Design gb_oam_dma, sky130hd; sources not shown.
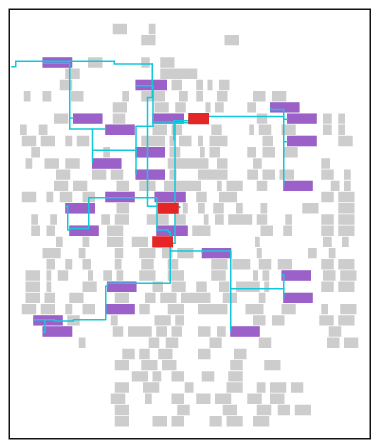
Figure 1: run 1, clock network drawn from the DEF.
clock-net drivers -> red  # count 3
clock wires -> cyan  # length 418 um
flip-flops -> purple  # count 25
routed clock nets = 4
clk pwr: 417 uW
Latency at later pin: 0.27 ns
clock skew: 0.00528 ns
clock power share: 34.1%

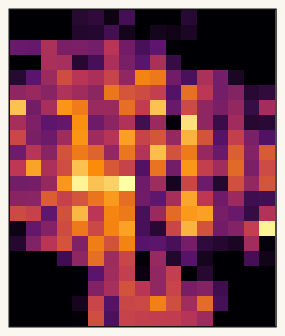
Figure 2: run 1, signal metal coverage by tile.
The die is cut into 17 by 21 equal tiles; black is low, pale yellow is high, scaled to the fullest tile. Values are wire area over tile area, all layers added.
emptiest ninth of the die = north-east
nearly empty tiles = 23%
tiles over half the peak = 29%
drt wl/cell: 14.3 um
vias: 1732
All-Layer GR Usage: 11.9%
final WL: 5.50 mm

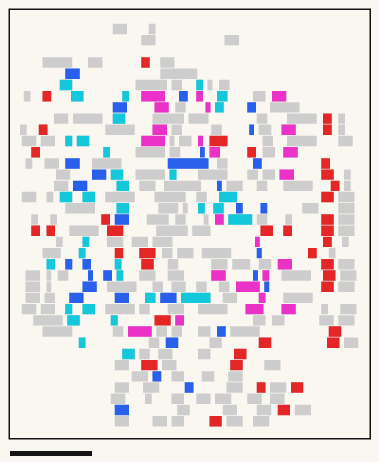
Figure 3: run 1, gate-type map.
Bar = 20 um.
nor cells -> magenta  # cells 23, most used nor3_2
and/or cells -> red  # cells 39, most used and2_4
nand cells -> blue  # cells 31, most used nand3_2
aoi and oai cells -> cyan  # cells 33
final std cells w/o fill: 386
Commonest Layout Cell: clkdlybuf4s50_1
combinational share of cell area: 40.7%

==> qor.txt, run 1 <==
Post-Layout Inst Area - 2940 um^2
TritonCTS clock tree - done
worst min path class - in2reg
grt ovf - 0
TritonCTS Buffers - 3
Period minus WS final - 1.78 ns
RSZ-0062 raised after global routing - yes
failing checks - setup timing
setup TNS - -7.05 ns
num ports - 80
max-slew violations - 0
# Cells Yosys - 186
Post-Syn Area - 1500 um^2
Final HPWL DP - 3.82 mm
dominant register cell - dfxtp_1
routability congestion estimate from global placement - 0.742
Layout Nets - 333
final antenna-violating net count - 0
Top-area cell share - 33.4%
Worst Tran Pin Value - 0.444 ns
CP Depth - 8
fp util - 18.5%
Mapped Cells - 186
Die Area - 9060 um^2
Synthesized Nets - 227
final setup fails - 42
MaxCap Viol Count - 0
DR DRC count - 0
status - finished with violations
final worst slack - -0.285 ns
ys async rst share - 0%
Synth top cells by count - 33 x and2_1, 25 x dfxtp_1, 15 x nor3_1
Hold Path Depth - 3
vias in the first global route - 1763
layout cell share with drive strength beyond 1 - 51.5%
## run 1: where the power goes
part | internal [mW] | switching, mW
clock network | 0.191 | 0.227
registers | 0.663 | 0.00000222
logic | 0.0863 | 0.0573
total | 0.940 | 0.284
## run 1: worst min-delay path, stage by stage
cell	delay, ns
clkdlybuf4s50_1	0.41
nand3_2	0.08
a21oi_2	0.04
## run 1: stage by stage
step,std cells,setup slack (ns),hold WS (ns),utilization [%],total power [mW]
floorplan,186,-0.0590,0.302,-,0.704
global placement,372,-0.959,0.461,32.1,0.814
detailed placement,372,-0.994,0.474,32.1,0.816
CTS,383,-0.278,0.425,33.6,1.23
global route,386,-0.351,0.448,36.3,1.29
finish,386,-0.285,0.444,36.3,1.22
## run 1: routing by layer
metal | routed length (um) | global-route usage [%] | share of wire [%]
met4 | 37 | 3.30 | 0.67
met5 | 0 | - | 0
met1 | 2300 | 14.1 | 42
met2 | 2960 | 20.7 | 54
met3 | 214 | 1.75 | 3.9
## run 1: final cells by class
cell class                      instances  area [um^2]  share of cell area (%)
Sequential cell                        25          505                    17.2
Tap cell                               95          119                    4.04
Timing Repair Buffer                  116         1060                    36.0
Inverter                                5         18.8                   0.637
Multi-Input combinational cell        141         1200                    40.7
Clock buffer                            4         45.0                    1.53
## run 1: kinds of logic after synthesis
kind of cell / Yosys count / synth area share (%)
flip-flops: 25 / 33.4
AND-OR/OR-AND: 33 / 12.9
AND/OR/NAND/NOR: 92 / 35.9
buffers and inverters: 21 / 7.61
adder cells (fa/ha/maj): 5 / 4.18
XOR/XNOR: 8 / 4.68
multiplexers: 2 / 1.34
## run 1: timing repair
action | in CTS | in global routing
setup buffers | 7 | 4
gates resized | 221 | 51
gates cloned | 0 | 1
endpoints found under the setup margin | 61 | 48
pin swaps | 12 | 31
hold buffers | 0 | 0
## run 1: cell usage in the layout, fill, tap and decap left out, drive strengths merged, types with 2 or more instances in the layout
master,Yosys,routed
a211oi,2,2
a21oi,13,13
a31oi,2,2
and2,33,33
and3,2,2
buf,10,75
clkbuf,6,4
clkdlybuf4s15,0,3
clkdlybuf4s50,0,30
dfxtp,25,25
dlygate4sd2,0,8
ha,5,5
inv,5,5
mux2i,2,2
nand2,8,8
nand3,13,13
nand4,8,8
nor2,4,4
nor3,16,16
o21ai,12,12
or4,2,3
xnor2,4,4
xor2,4,4
==> run 2: changes to the inputs <==
--- a/config.mk
+++ b/config.mk
@@ -10,9 +10,10 @@
 export CELL_PAD_IN_SITES_GLOBAL_PLACEMENT = 2
 export CORE_ASPECT_RATIO = 1.2
 export CORE_MARGIN = 2
-export CORE_UTILIZATION = 18
+export CORE_UTILIZATION = 29
 export CTS_CLUSTER_DIAMETER = 30
 export DETAILED_ROUTE_END_ITERATION = 16
+export DONT_BUFFER_PORTS = 1
 export MAX_ROUTING_LAYER = met4
 export PLACE_DENSITY_LB_ADDON = 0.25
 export SYNTH_ARGS = -nofsm -noshare
==> run 2 against run 1 <==
Effect of this change: wire length shrank 13%; via count shrank 17%; first-iteration DRC count grew 20%; highest routed layer unchanged; largest power group unchanged; non-clock buffer count shrank 87; the run ends with hold timing, setup timing left; clock skew is essentially flat; total power shrank 8.6%.
==> qor.txt, run 2 <==
status - finished with violations
failing checks - hold timing, setup timing
final antenna-violating net count - 0
vias in the first global route - 1507
P_sw - 257 uW
Hold WS - -0.0889 ns
TritonCTS clock tree - done
RSZ-0062 raised after global routing - yes
setup TNS - -5.79 ns
Post-Syn Area - 1500 um^2
CP Depth - 5
Synthesized Nets - 227
dominant register cell - dfxtp_1
Layout Nets - 245
sw frac - 23.0%
max-slew violations - 0
drt wl/cell - 18.1 um
Final HPWL DP - 3.30 mm
worst min path class - in2reg
fp util - 30.3%
Period minus WS final - 1.70 ns
final setup fails - 40
clock skew - 0.00486 ns
Top-area cell share - 33.4%
WL met3 - 298 um
Hold Violations, Final - 25
ys async rst share - 0%
DR DRC count - 0
MaxCap Viol Count - 0
TritonCTS Buffers - 3
Hold Path Depth - 1
Worst Tran Pin Value - 0.339 ns
layout cell share with drive strength beyond 1 - 44.3%
Synth top cells by count - 33 x and2_1, 25 x dfxtp_1, 15 x nor3_1
final worst slack - -0.203 ns
met1 WL - 1.92 mm
Die Area - 5750 um^2
grt ovf - 0
sequential share of power - 59.3%
WL met2 - 2.49 mm
final WL - 4.77 mm
num ports - 80
Mapped Cells - 186
[run 2: cell counts after synthesis]
No cell type changed its count.
[run 2: stage by stage]
step	area, um^2	cells	setup WS [ns]	utilization, %	hold WS, ns
finish	2060	263	-0.203	41.8	-0.0889
global route	2060	263	-0.276	41.8	-0.0970
CTS	1970	260	-0.204	39.9	-0.0825
detailed placement	1730	251	-0.268	35.0	0.223
global placement	1730	251	-0.155	35.0	0.218
floorplan	1590	186	-0.0590	-	0.302
[run 2: kinds of logic after synthesis]
family	after synthesis	synth area share [%]
flops	25	33.4
fa+ha+maj	5	4.18
compound gates	33	12.9
xor+xnor	8	4.68
buf+inv	21	7.61
simple gates	92	35.9
mux	2	1.34
[run 2: power by group through the flow]
stage                     logic, mW  clock network (mW)  registers (mW)
final                        0.0207               0.434           0.663
after global routing         0.0236               0.485           0.663
after CTS                    0.0207               0.454           0.663
after detailed placement     0.0206                   0           0.679
after global placement       0.0200                   0           0.679
after floorplan              0.0259                   0           0.679
[run 2: what timing repair did]
item	CTS	global route
endpoints found under the hold margin	25	25
setup endpoints to repair	41	44
gates resized	49	16
gates cloned	2	1
pin swaps	5	8
buffers inserted	3	2
[run 2: routing by layer]
| layer | vias up | GRT usage (%) |
|---|---|---|
| met1 | 686 | 18.4 |
| met2 | 56 | 31.6 |
| li1 | 682 | - |
| met3 | 6 | 3.28 |
| met5 | - | - |
| met4 | 0 | 5.29 |
[run 2: cell type report]
type | instances | area (um^2) | share of cell area, %
Multi-Input combinational cell | 140 | 1080 | 52.5
Sequential cell | 25 | 505 | 24.5
Timing Repair Buffer | 29 | 333 | 16.1
Tap cell | 60 | 75.1 | 3.64
Clock buffer | 3 | 41.3 | 2.00
Inverter | 5 | 18.8 | 0.909
Clock inverter | 1 | 7.51 | 0.364
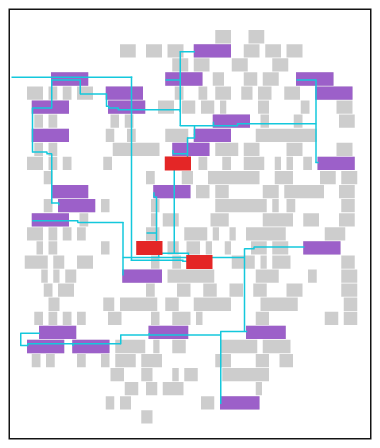
Figure 4: run 2, clock network drawn from the DEF.
clock-net drivers -> red  # count 3
clock wires -> cyan  # length 409 um
flip-flops -> purple  # count 25
flops lie = all over the die
Latency at later pin: 0.28 ns
clk pwr: 434 uW
clock power share: 38.8%

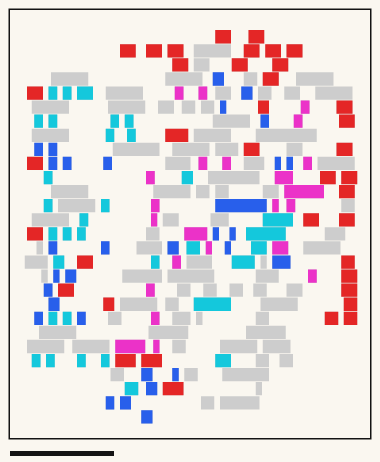
Figure 5: run 2, gate-type map.
Bar = 20 um.
and/or cells -> red  # cells 38, most used and2_4, where all over the die
aoi and oai cells -> cyan  # cells 33, most used a21oi_1
nand cells -> blue  # cells 31, most used nand3_1
nor cells -> magenta  # cells 23, most used nor3_1
Commonest Layout Cell: and2_4
final std cells w/o fill: 263
combinational share of cell area: 52.5%

Power figures rest on the tool's default switching activity, not on a simulated workload.
